**config.mk**
```make
export PLATFORM = sky130hd
export DESIGN_NAME = f3_puzzle_engine
export DESIGN_NICKNAME = d
export VERILOG_FILES = /design/src/rtl/f3_pkg.sv /design/src/rtl/f3_lfsr16.sv /design/src/rtl/f3_puzzle_engine.sv
export SDC_FILE = /design/constraint.sdc
export NUM_CORES = 1
export LEC_CHECK = 0
export CAP_MARGIN = 25
export CORE_ASPECT_RATIO = 0.8
export CORE_UTILIZATION = 28
export DETAILED_ROUTE_END_ITERATION = 10
export SYNTH_ARGS = -nofsm -noshare
export SYNTH_HDL_FRONTEND = slang
export SYNTH_SLANG_ARGS = --single-unit
```
**constraint.sdc**
```tcl
create_clock -name clk -period 4.9 [get_ports clk]
set_input_delay 1.47 -clock clk [delete_from_list [all_inputs] [get_ports clk]]
set_output_delay 1.47 -clock clk [all_outputs]
set_load 0.02 [all_outputs]
```
**src/rtl/f3_pkg.sv**
```systemverilog
// Shared definitions for the function-3 sliding-tile puzzle engine.
package f3_pkg;

    // Decoded key-command codes from the function-3 key processor.
    localparam logic [3:0] F3_NONE    = 4'd0;
    localparam logic [3:0] F3_NORTH   = 4'd1;
    localparam logic [3:0] F3_EAST    = 4'd2;
    localparam logic [3:0] F3_WEST    = 4'd3;
    localparam logic [3:0] F3_SOUTH   = 4'd4;
    localparam logic [3:0] F3_RESTART = 4'd5;

    // Blank-tile direction; the encoding equals the scramble LFSR selection
    // and also (instruction - 1) for the four direction codes.
    typedef enum logic [1:0] {
        DIR_N = 2'd0,
        DIR_E = 2'd1,
        DIR_W = 2'd2,
        DIR_S = 2'd3
    } f3_dir_e;

    // Position p holds p+1, position 15 holds the blank.
    localparam logic [63:0] F3_SOLVED_BOARD = 64'h0FED_CBA9_8765_4321;

    typedef enum logic [1:0] {
        IDLE     = 2'd0,
        HELD     = 2'd1,
        SCRAMBLE = 2'd2
    } f3_state_e;

    typedef struct packed {
        logic       legal;
        logic [3:0] pos;
    } f3_move_t;

    // Neighbour of the blank in the given direction, and whether that
    // neighbour exists on the 4x4 grid (pos[3:2] = row, pos[1:0] = col).
    function automatic f3_move_t f3_neighbour(input logic [3:0] blank, input f3_dir_e dir);
        f3_move_t m;
        m.legal = 1'b0;
        m.pos   = blank;
        case (dir)
            DIR_N: if (blank[3:2] != 2'd0) begin m.legal = 1'b1; m.pos = blank - 4'd4; end
            DIR_S: if (blank[3:2] != 2'd3) begin m.legal = 1'b1; m.pos = blank + 4'd4; end
            DIR_W: if (blank[1:0] != 2'd0) begin m.legal = 1'b1; m.pos = blank - 4'd1; end
            DIR_E: if (blank[1:0] != 2'd3) begin m.legal = 1'b1; m.pos = blank + 4'd1; end
            default: ;
        endcase
        return m;
    endfunction

endpackage

```
**src/rtl/f3_lfsr16.sv**
```systemverilog
// Free-running 16-bit Fibonacci LFSR, taps 16,14,13,11, shifting left.
module f3_lfsr16 #(
    parameter logic [15:0] SEED = 16'hACE1
) (
    input  logic        clk,
    input  logic        rst,
    output logic [15:0] value
);

    logic [15:0] value_q;
    logic [15:0] value_d;

    // Next value: shift left, feed back the XOR of the tap bits into bit 0.
    always_comb begin
        value_d = {value_q[14:0], value_q[15] ^ value_q[13] ^ value_q[12] ^ value_q[10]};
    end

    // LFSR register, reloaded with the seed on reset.
    always_ff @(posedge clk) begin
        if (rst) begin
            value_q <= SEED;
        end else begin
            value_q <= value_d;
        end
    end

    assign value = value_q;

endmodule

```
**src/rtl/f3_puzzle_engine.sv**
```systemverilog
// Function-3 game-state engine: applies blank-tile moves, restart and
// LFSR scrambling, and holds the 4x4 board for the renderer.
module f3_puzzle_engine
    import f3_pkg::*;
#(
    parameter logic [15:0] SEED = 16'hACE1
) (
    input  logic        clk,
    input  logic        rst,
    input  logic [3:0]  instruction,
    input  logic        scramble,
    output logic [63:0] board,
    output logic [3:0]  blank_pos,
    output logic [15:0] move_count,
    output logic        solved,
    output logic        busy
);

    f3_state_e   state_q, state_d;
    logic [3:0]  board_q [16];
    logic [3:0]  board_d [16];
    logic [3:0]  blank_q, blank_d;
    logic [15:0] move_count_q, move_count_d;
    logic        solved_q, solved_d;
    logic        busy_q, busy_d;

    logic [15:0] lfsr_value;
    logic [63:0] board_flat;
    logic [3:0]  instr_eff;
    logic        move_req;
    logic        move_counted;
    logic        do_restart;
    f3_dir_e     move_dir;
    f3_move_t    nb;

    f3_lfsr16 #(.SEED(SEED)) u_lfsr (
        .clk   (clk),
        .rst   (rst),
        .value (lfsr_value)
    );

    genvar gi;
    generate
        for (gi = 0; gi < 16; gi++) begin : g_flat
            assign board_flat[4*gi +: 4] = board_q[gi];
        end
    endgenerate

    // Command FSM plus the single shared move/restart datapath.
    always_comb begin
        state_d      = state_q;
        board_d      = board_q;
        blank_d      = blank_q;
        move_count_d = move_count_q;
        move_req     = 1'b0;
        move_counted = 1'b0;
        do_restart   = 1'b0;
        move_dir     = DIR_N;
        instr_eff    = (instruction > F3_RESTART) ? F3_NONE : instruction;

        case (state_q)
            IDLE: begin
                if (instr_eff == F3_RESTART) begin
                    do_restart = 1'b1;
                    state_d    = HELD;
                end else if (scramble) begin
                    move_count_d = 16'd0;
                    state_d      = SCRAMBLE;
                end else if (instr_eff != F3_NONE) begin
                    move_req     = 1'b1;
                    move_counted = 1'b1;
                    move_dir     = f3_dir_e'(instr_eff[1:0] - 2'd1);
                    state_d      = HELD;
                end
            end
            HELD: begin
                // One action per press: wait for every command to be released.
                if (instr_eff == F3_NONE && !scramble) begin
                    state_d = IDLE;
                end
            end
            SCRAMBLE: begin
                if (instr_eff == F3_RESTART) begin
                    do_restart = 1'b1;
                    state_d    = HELD;
                end else if (!scramble) begin
                    state_d = (instr_eff == F3_NONE) ? IDLE : HELD;
                end else begin
                    move_req = 1'b1;
                    move_dir = f3_dir_e'(lfsr_value[1:0]);
                end
            end
            default: state_d = IDLE;
        endcase

        nb = f3_neighbour(blank_q, move_dir);

        if (do_restart) begin
            for (int i = 0; i < 16; i++) begin
                board_d[i] = F3_SOLVED_BOARD[4*i +: 4];
            end
            blank_d      = 4'd15;
            move_count_d = 16'd0;
        end else if (move_req && nb.legal) begin
            board_d[blank_q] = board_q[nb.pos];
            board_d[nb.pos]  = 4'd0;
            blank_d          = nb.pos;
            if (move_counted && move_count_q != 16'hFFFF) begin
                move_count_d = move_count_q + 16'd1;
            end
        end

        // Status flags trail the board by one edge; busy tracks the next state.
        solved_d = (board_flat == F3_SOLVED_BOARD);
        busy_d   = (state_d == SCRAMBLE);
    end

    // State, board and status registers.
    always_ff @(posedge clk) begin
        if (rst) begin
            state_q      <= IDLE;
            for (int i = 0; i < 16; i++) begin
                board_q[i] <= F3_SOLVED_BOARD[4*i +: 4];
            end
            blank_q      <= 4'd15;
            move_count_q <= 16'd0;
            solved_q     <= 1'b1;
            busy_q       <= 1'b0;
        end else begin
            state_q      <= state_d;
            board_q      <= board_d;
            blank_q      <= blank_d;
            move_count_q <= move_count_d;
            solved_q     <= solved_d;
            busy_q       <= busy_d;
        end
    end

    assign board      = board_flat;
    assign blank_pos  = blank_q;
    assign move_count = move_count_q;
    assign solved     = solved_q;
    assign busy       = busy_q;

endmodule

```
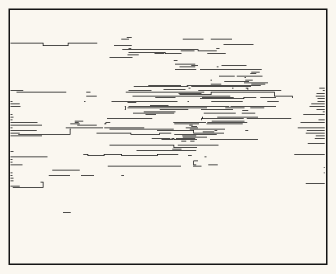
(signal wires on met3)
main direction = horizontal
nets with wire on the layer = 138
wire length on this layer = 2130 microns
share of all routed wire = 9.9%
longest straight run = 51.5 microns
Total Wirelength: 21630 microns
met3 Use GR: 0.05308
vias post-DR: 6185

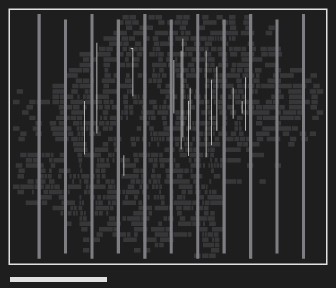
(met4 routing)
Scale bar: 50 microns. Supply wires on this layer in grey.
share of all routed wire = 2.1%
main direction = vertical
wire length on this layer = 455 microns
longest straight run = 54.4 microns

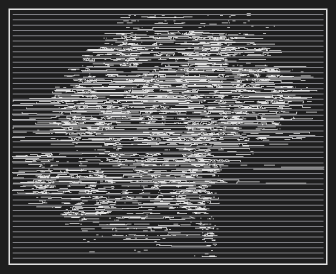
(metal 1)
Supply wires on this layer in grey.
main direction = horizontal
longest straight run = 47.8 microns
share of all routed wire = 47%
M1 GR Usage: 0.2999

==> flow_metrics.env <==
# physical design summary
export IMPL_netlist_instances=640
export IMPL_h_tree_depth=3
export IMPL_fin_util=0.3961
export IMPL_port_buffers=92
export IMPL_fp_nets=650
export IMPL_cap_violations=0
export IMPL_grt_pass1_wl_microns=33850
export IMPL_dieArea_sq_um=21120
export IMPL_wl_per_cell_microns=20.39
export IMPL_drt_iter0_markers=673
export IMPL_ys_chip_area_sq_um=5751
export IMPL_async_flop_share=0
export IMPL_clock_root_buffer="clkbuf_16"
export IMPL_firstDrtPassIters=5
export IMPL_die_width_microns=162.2
export IMPL_clk_latency_ns=0.35
export IMPL_status="finished, final reports clean"
export IMPL_common_cells="dfxtp_1, nand2_1, nor2_1"
export IMPL_diodes=0
export IMPL_dp_hpwl_microns=16430
export IMPL_fmaxAchievable_mhz=209.8
export IMPL_grt_pass1_vias=5784
export IMPL_dp_slack_ns=-0.2985
export IMPL_drc=0
export IMPL_hold_violations=0
export IMPL_top_cell="dfxtp_1"
export IMPL_die_h_microns=130.2
export IMPL_place_area_sq_um=7546
export IMPL_synth_top_cell_area_share=0.3621
export IMPL_p_leak_nw=2.887
export IMPL_worstSetupPathType="in2reg"
export IMPL_reg2regPathDepth=10
export IMPL_tightest_slew_ns=0.8558
export IMPL_rsz0062_at_grt="no"
export IMPL_cts_hold_buffers=0
export IMPL_worstPathArrival_ns=5.00
export IMPL_stdcell_area_sq_um=7910
export IMPL_clkSlewWorstSetupHoldPaths_ns=0.07
export IMPL_busiest_layer="met1"
export IMPL_min_path_cells=1
export IMPL_critPathCaptureType="flop"
export IMPL_antenna_found_initial=0
export IMPL_finalWeightedCongestion=0.9659
export IMPL_fp_util=0.2879
export IMPL_yosys_area_top_type="dfxtp_1"
export IMPL_fill_cells=2011
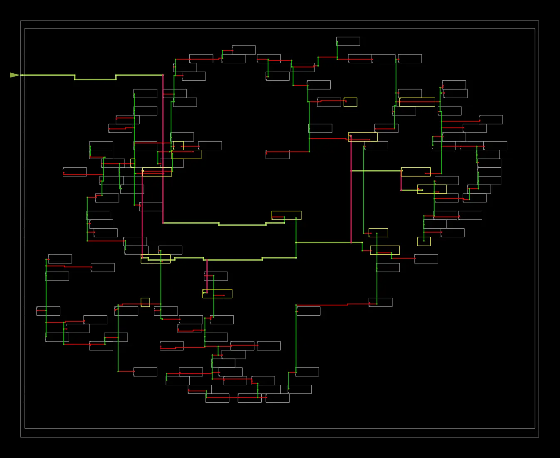
(clock wiring as the flow saved it)
Clk power: 0.000762 W
skew final: 0.01190 ns
clk_buf instances: 10

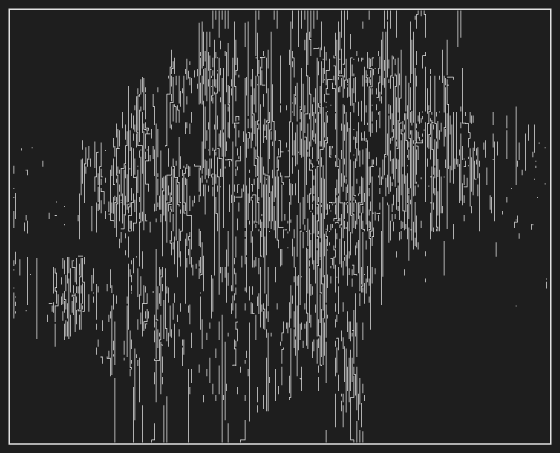
(the metal 2 layer)
nets with wire on the layer = 684
share of all routed wire = 41%
longest straight run = 44.9 microns

[report_power, final]
group / internal, W / switching [W]
Clock: 0.000410 / 0.000351
Combinational: 0.000224 / 0.000332
Sequential: 0.000868 / 0.0000242
Total: 0.00150 / 0.000708
[critical path: stages]
cell,delay [ns]
clkdlybuf4s50_1,0.48
nand2_1,0.06
and3b_2,0.23
ha_1,0.32
nor4b_4,0.15
a311o_2,0.43
o21ai_1,0.22
o31ai_2,0.15
a221oi_1,0.32
a22oi_1,0.13
or4_1,0.52
buf_4,0.21
a221o_1,0.32
[layer usage]
metal / wire length [microns] / up-vias / part of all wire
met2: 8821 / 309 / 0.41
met4: 455 / 0 / 0.021
met5: 0 / - / 0
met1: 10230 / 2976 / 0.47
met3: 2130 / 33 / 0.098
li1: - / 2867 / -
[logic make-up after synthesis]
kind of cell / share of synthesized area
mux: 0.03373
xor+xnor: 0.007615
simple gates: 0.2126
flops: 0.3621
buf+inv: 0.04417
fa+ha+maj: 0.006528
compound gates: 0.3333
[metrics by stage]
| step | instances | hold slack [ns] |
|---|---|---|
| floorplan | 640 | 0.3895 |
| global placement | 1045 | 0.3927 |
| detailed placement | 1045 | 0.3953 |
| CTS | 1061 | 0.4166 |
| global route | 1061 | 0.4352 |
| finish | 1061 | 0.4137 |
[sequential cells by signal, indices dropped and copies added (netlist names)]
register / cells
busy: 1
board: 64
blank_pos: 4
move_count: 16
u_lfsr.value: 16
state_q: 2
solved: 1
[final cells by class]
type                            count  area, sq um  area share
Clock inverter                      6        85.08     0.01076
Multi-Input combinational cell    481         3488      0.4410
Tap cell                          264        330.3     0.04176
Timing Repair Buffer              187         1662      0.2101
Sequential cell                   104         2082      0.2632
Clock buffer                       10        229.0     0.02895
Inverter                            9        33.78    0.004271
[what timing repair did]
item / CTS / global route
buffers inserted: 0 / 0
gates resized: 0 / 12
endpoints found under the setup margin: 0 / 37
[cell usage in the layout, fill, tap and decap left out, drive strengths merged, types with 8 or more instances in the layout]
master / n
clkbuf: 10
o21ai: 21
nor2b: 10
inv: 11
a22oi: 10
a31oi: 15
a221o: 32
nand4: 11
nor4: 19
or2: 10
nor3: 20
nand2: 58
dfxtp: 104
nor2: 42
mux2: 11
o21bai: 8
clkdlybuf4s50: 91
buf: 95
o211ai: 15
a22o: 12
or3: 8
a21oi: 23
a32o: 23
o22ai: 21
a2bb2oi: 10
[path summary, 6_finish.rpt]
kind	to	startpoint	slack, ns
worst max-delay path	board[55]$_SDFFE_PP1N_	instruction[2]	0.13
worst min-delay path	u_lfsr.value[15]$_SDFF_PP1_	u_lfsr.value[14]$_SDFF_PP0_	0.41
worst max register to register	board[42]$_SDFFE_PP0N_	state_q[1]$_SDFF_PP0_	1.61
worst min register to register	u_lfsr.value[15]$_SDFF_PP1_	u_lfsr.value[14]$_SDFF_PP0_	0.41
Power is estimated from default activity; no workload was simulated.
